===== src/rtl/gray_counter.sv =====
// Free-running Gray-code counter with count enable and a sticky wrap flag.
// The Gray code is registered directly so the output never glitches between edges.
module gray_counter #(
  parameter int WIDTH = 3
) (
  input  logic             Clk,
  input  logic             Reset,
  input  logic             En,
  output logic [WIDTH-1:0] Output,
  output logic             Overflow
);

  logic [WIDTH-1:0] cnt_r;
  logic [WIDTH-1:0] cnt_nxt_s;
  logic [WIDTH-1:0] gray_r;
  logic             ovf_r;
  logic             wrap_s;

  function automatic logic [WIDTH-1:0] bin2gray(input logic [WIDTH-1:0] b);
    return b ^ (b >> 1);
  endfunction

  // Next binary count and wrap detection
  always_comb begin
    cnt_nxt_s = cnt_r;
    wrap_s    = 1'b0;
    if (En) begin
      cnt_nxt_s = cnt_r + WIDTH'(1);
      wrap_s    = (cnt_r == {WIDTH{1'b1}});
    end else begin
      cnt_nxt_s = cnt_r;
      wrap_s    = 1'b0;
    end
  end

  // Count, Gray image and sticky flag registers
  always_ff @(posedge Clk or negedge Reset) begin
    if (!Reset) begin
      cnt_r  <= {WIDTH{1'b0}};
      gray_r <= {WIDTH{1'b0}};
      ovf_r  <= 1'b0;
    end else begin
      cnt_r  <= cnt_nxt_s;
      // Gray is encoded from the next count, so it tracks cnt_r with no extra latency
      gray_r <= bin2gray(cnt_nxt_s);
      ovf_r  <= ovf_r | wrap_s;
    end
  end

  assign Output   = gray_r;
  assign Overflow = ovf_r;

endmodule


===== config.mk =====
export PLATFORM = sky130hd
export DESIGN_NAME = gray_counter
export DESIGN_NICKNAME = d
export VERILOG_FILES = /design/src/rtl/gray_counter.sv
export SDC_FILE = /design/constraint.sdc
export NUM_CORES = 1
export LEC_CHECK = 0
export CORE_AREA = 2 2 39 41
export CTS_CLUSTER_DIAMETER = 150
export DETAILED_ROUTE_END_ITERATION = 8
export DIE_AREA = 0 0 41 43
export GPL_ROUTABILITY_DRIVEN = 0
export SLEW_MARGIN = 0
export SYNTH_ARGS = -nofsm -noshare
export SYNTH_HDL_FRONTEND = slang
export SYNTH_SLANG_ARGS = --single-unit

===== constraint.sdc =====
create_clock -name Clk -period 1.3 [get_ports Clk]
set_clock_uncertainty 0.15 [all_clocks]
set_input_delay 0.26 -clock Clk [delete_from_list [all_inputs] [get_ports Clk]]
set_output_delay 0.26 -clock Clk [all_outputs]
set_load 0.01 [all_outputs]

run_1/layer_met1.png
Supply wires on this layer in gray.
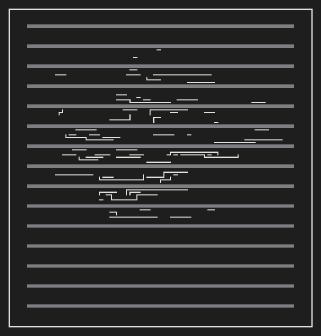
nets with wire on the layer = 34
share of all routed wire = 38%
wire length on this layer = 176 um
main direction = horizontal
longest straight run = 8.30 um
number of vias in the routed layout: 202
met1 track demand over resource in global routing: 0.0724
Routed WL: 458 um

run_1/layer_met2.png
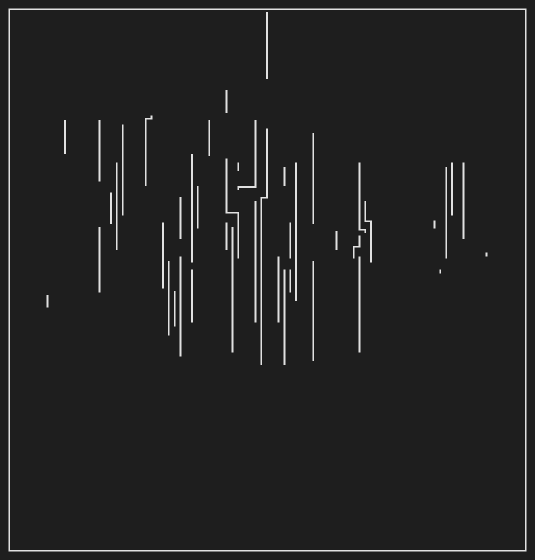
longest straight run = 13.3 um
nets with wire on the layer = 37
main direction = vertical
wire length on this layer = 227 um
met2 global-route usage: 0.0906

run_1/layer_met3.png
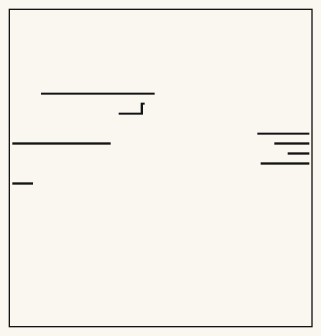
longest straight run = 15.2 um
wire length on this layer = 55.7 um
main direction = horizontal
nets with wire on the layer = 8

run 1: how the worst max path moves through the flow:
stage,depth (start not counted),end,slack (ns)
finish,5,Output[1]$_DFF_PN0_,-0.04
global route,5,Output[1]$_DFF_PN0_,-0.11
CTS,5,Output[1]$_DFF_PN0_,-0.05
detailed placement,2,cnt_r[2]$_DFF_PN0_,-0.19
global placement,2,cnt_r[2]$_DFF_PN0_,-0.17
floorplan,3,cnt_r[2]$_DFF_PN0_,-0.06
run 1: power by group through the flow:
stage / Combinational (mW) / Sequential (mW) / Clock (mW)
after floorplan: 0.355 / 0.384 / 0
after global placement: 0.622 / 0.326 / 0
after detailed placement: 0.654 / 0.334 / 0
after CTS: 0.620 / 0.331 / 0.170
after global routing: 0.726 / 0.337 / 0.186
final: 0.653 / 0.330 / 0.161
run 1: per-stage QoR:
step / std cells / util
final: 51 / 0.306
after global placement: 46 / 0.282
after global routing: 51 / 0.306
after floorplan: 22 / -
after CTS: 49 / 0.297
after detailed placement: 46 / 0.282
run 1: cell type report:
| class | count | area (um^2) | area share |
|---|---|---|---|
| clock buffer | 3 | 22.5 | 0.0533 |
| sequential | 6 | 150 | 0.355 |
| inverter | 1 | 3.75 | 0.00888 |
| multi-input combinational | 13 | 126 | 0.299 |
| tap | 16 | 20.0 | 0.0473 |
| timing repair buffer | 12 | 100 | 0.237 |
run 1: worst max-delay path, stage by stage (launching register included):
cell and delay [ns]:
sky130_fd_sc_hd__dfrtp_1 0.38, sky130_fd_sc_hd__ha_2 0.20, sky130_fd_sc_hd__ha_4 0.27, sky130_fd_sc_hd__xor2_1 0.13, sky130_fd_sc_hd__nand2_1 0.06, sky130_fd_sc_hd__o21ai_1 0.08
run 1: registers in the layout, summed over array words and instances, names as in the netlist:
register / flops
cnt_r: 3
Output: 2
Overflow: 1
==> results_slide.txt, run 1 <==
Key Metrics from the Run

Status
  • Result of the run: finished with violations
  • Failing checks: negative setup slack

Route
  • DR pass1 iterations: 4
  • Final ANT Viol Nets: 0

Worst setup path
  • WS Path Type: flip-flop to flip-flop
  • Worst-path fanout max: 2
  • Worst-case register-to-register setup slack: -0.04 ns

Floorplan
  • Initial cell density of the core: 0.205
  • Overall die height: around 43 um

Clocking
  • Clock-pin slew reported for the worst setup and hold paths after clock tree synthesis: 0.04 ns
  • CTS Buf Count: 3

Synth
  • Fraction of the mapped netlist area in compound gates: 0.0925
  • Area of the mapped netlist: 284 um^2

Placement
  • Port buffer count: 6

STA
  • Setup TNS: -0.0550 ns
  • Fin worst setup slack: -0.0417 ns
  • Worst-case hold slack: 0.104 ns
  • Endpoints failing setup: 2

Global route
  • Vias in the first global route: 204
  • Overall track demand over capacity in global routing: 0.0698

Cells and area
  • Top Layout Cells: sky130_fd_sc_hd__dfrtp_1 (6), sky130_fd_sc_hd__buf_4 (6), sky130_fd_sc_hd__clkbuf_4 (3), sky130_fd_sc_hd__clkdlybuf4s15_1 (3)
run_1/metal_density.png
Scale bar: 10 um. The die is cut into 8 by 9 equal tiles; dark purple is low, yellow is high, scaled to the fullest tile. Values are wire area over tile area, all layers added.
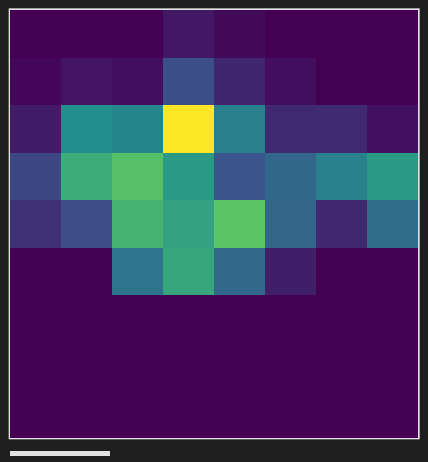

==> run 1 -> run 2 <==
Settings changed: ABC_AREA set to 1, ABC_CLOCK_PERIOD_IN_PS set to 1300.
run_2/metal_density.png
Scale bar: 10 um. The die is cut into 8 by 9 equal tiles; dark purple is low, yellow is high, scaled to the fullest tile. Values are wire area over tile area, all layers added.
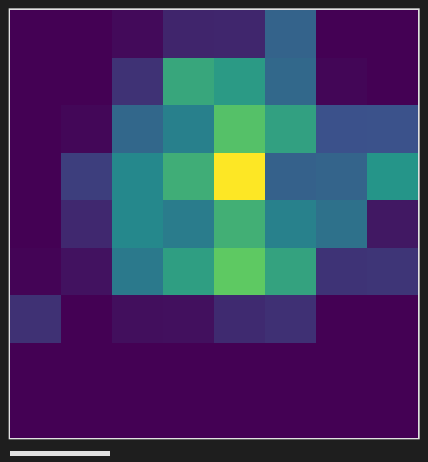
densest ninth of the die = middle
fullest tile = 0.31
mean over tiles = 0.059
nearly empty tiles = 44%

run_2/layer_met2.png
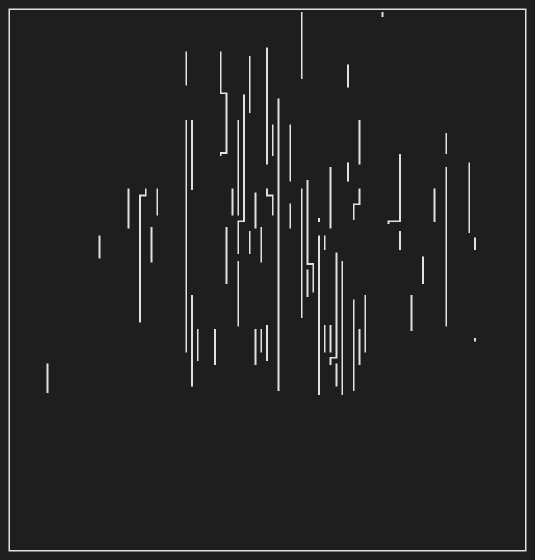
main direction = vertical
longest straight run = 23.1 um
Routed WL: 629 um
met2 global-route usage: 0.119
number of vias in the routed layout: 283

run_2/layer_met3.png
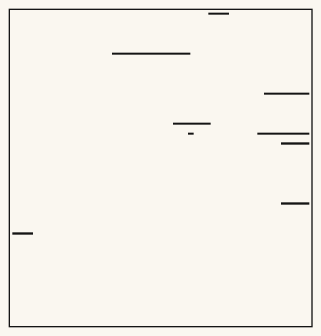
longest straight run = 10.3 um
share of all routed wire = 6.4%
nets with wire on the layer = 7
main direction = horizontal
wire length on this layer = 40.3 um

==> run 2 against run 1 <==
Compared with the run above:
- the run still ends with negative setup slack left
- largest power group unchanged
- synthesized cell count grew 86%
- flip-flop count stayed put
- via count up 40%
- clock power up 2%
- non-clock buffer count is the same
==> results_slide.txt, run 2 <==
Key Metrics from the Run

STA
  • Final hold violation count: 0
  • Transition time at the pin with the least slew margin: 0.255 ns
  • RSZ-0062 raised after global routing: yes
  • Fin worst setup slack: -0.0135 ns (+0.0282 ns)
  • Setup TNS: -0.0135 ns (+0.0415 ns)
  • Worst-case hold slack: 0.101 ns (-0.00286 ns)
  • Endpoints failing setup: 1 (-1)
  • Post-route clock period utilization: 1.01

Worst setup path
  • Slowest stage cell on the critical path: sky130_fd_sc_hd__dfrtp_1
  • Top delay family on crit path: adder cells
  • Ordered list of cells on the worst path: ha_4 > ha_4 > inv_2 > nand2_2 > nand2_2 > nand2_1 > nand2_1
  • Crit path capture: Output[1]$_DFF_PN0_
  • Worst Path Buf+Inv: 1 (+1)
  • WS Path Type: flip-flop to flip-flop
  • Origin of the worst setup path: cnt_r[1]$_DFF_PN0_
  • Worst-case register-to-register setup slack: -0.01 ns (+0.03 ns)
  • Total number of cells along the worst setup path: 7 (+2)
  • Crit path largest cell delay: 0.40 ns (+0.02 ns)
  • Worst-path fanout max: 2 (unchanged)

Job
  • Number of warnings the tools reported: 29
  • Number of max-cap violations: 0

Floorplan
  • Overall die height: 43 um (unchanged)
  • Cell Rows: 14
  • Initial cell density of the core: 0.258 (+0.0524)

Route
  • DR pass1 iterations: 1 (-3)
  • Final ANT Viol Nets: 0 (unchanged)
  • Vias/cell: about 4

Global route
  • Overall track demand over capacity in global routing: 0.0879 (+0.0181)
  • Vias in the first global route: 247 (+21%)

Status
  • Failing checks: negative setup slack
  • Result of the run: finished with violations

Synth
  • Area fraction in full adders, half adders and majority gates: 0.0702
  • Count of different cell masters after synthesis: 10
  • Avg Cell Area, Syn: 8.70 um^2
  • Area share of and/or/nand/nor cells after synthesis: 0.351
  • Area of the mapped netlist: 357 um^2 (+26%)
  • Fraction of the mapped netlist area in compound gates: 0.0211 (-0.0715)
  • Part of the Yosys area used for sequential elements: 0.421

Clocking
  • Clock-pin slew reported for the worst setup and hold paths after clock tree synthesis: 0.04 ns (about the same)
  • CTS Buf Count: 3 (unchanged)
  • Root cell of the clock tree: sky130_fd_sc_hd__clkbuf_4

Cells and area
  • Core occupancy in the finished layout: 0.370 (+0.0642)
  • Cell Count, Final, Fillers Out: 70 (+37%)
  • Top Layout Cells: sky130_fd_sc_hd__nand2_1 (13), sky130_fd_sc_hd__nand2_2 (9), sky130_fd_sc_hd__dfrtp_1 (6), sky130_fd_sc_hd__buf_4 (6), sky130_fd_sc_hd__inv_1 (4)
  • Flip-flop count of the largest register after layout: 3 (unchanged)
  • Register ranked first by flip-flop count: cnt_r

Placement
  • Port buffer count: 6 (unchanged)
  • Dpl cells: 65 (+41%)
  • Detailed placement HPWL: 485 um

Power
  • Peak supply drop: roughly 0.41 mV
run 2: cell types whose count changed after synthesis:
cell                      change
sky130_fd_sc_hd__inv_8        +1
sky130_fd_sc_hd__inv_1        +4
sky130_fd_sc_hd__nand2_1     +13
sky130_fd_sc_hd__o21ai_2      -1
sky130_fd_sc_hd__nand2_2      +7
sky130_fd_sc_hd__xor2_1       -2
sky130_fd_sc_hd__xnor2_1      -2
sky130_fd_sc_hd__o21ai_0      -2
sky130_fd_sc_hd__nand2_4      +2
sky130_fd_sc_hd__mux2_4       -1
run 2: metal layers:
| metal | global-route usage | vias up | wire, um |
|---|---|---|---|
| met2 | 0.119 | 9 | 294 |
| met5 | 0 | - | 0 |
| met1 | 0.0918 | 125 | 268 |
| li1 | - | 145 | - |
| met4 | 0.0800 | 0 | 25 |
| met3 | 0.0471 | 4 | 40 |
run 2: worst reg2reg max path, delay by kind of cell (launching register included):
kind / cells / cell delay (ns)
flops: 1 / 0.40
simple gates: 4 / 0.18
fa+ha+maj: 2 / 0.44
buf+inv: 1 / 0.03
run 2: power by group through the flow:
stage	Combinational (mW)	Clock (mW)	Sequential [mW]
final	0.539	0.165	0.303
after global routing	0.596	0.178	0.310
after CTS	0.510	0.173	0.296
after detailed placement	0.527	0	0.300
after global placement	0.520	0	0.298
after floorplan	0.286	0	0.343
run 2: final cells by class:
| type | count | area (um^2) | area share |
|---|---|---|---|
| multi-input cells | 27 | 185 | 0.362 |
| clock buffers | 3 | 22.5 | 0.0440 |
| flip-flops and latches | 6 | 150 | 0.293 |
| well taps | 16 | 20.0 | 0.0391 |
| repair buffers | 12 | 104 | 0.203 |
| inverters | 6 | 30.0 | 0.0587 |
No activity file was given, so power comes from the tool's default toggle rates.
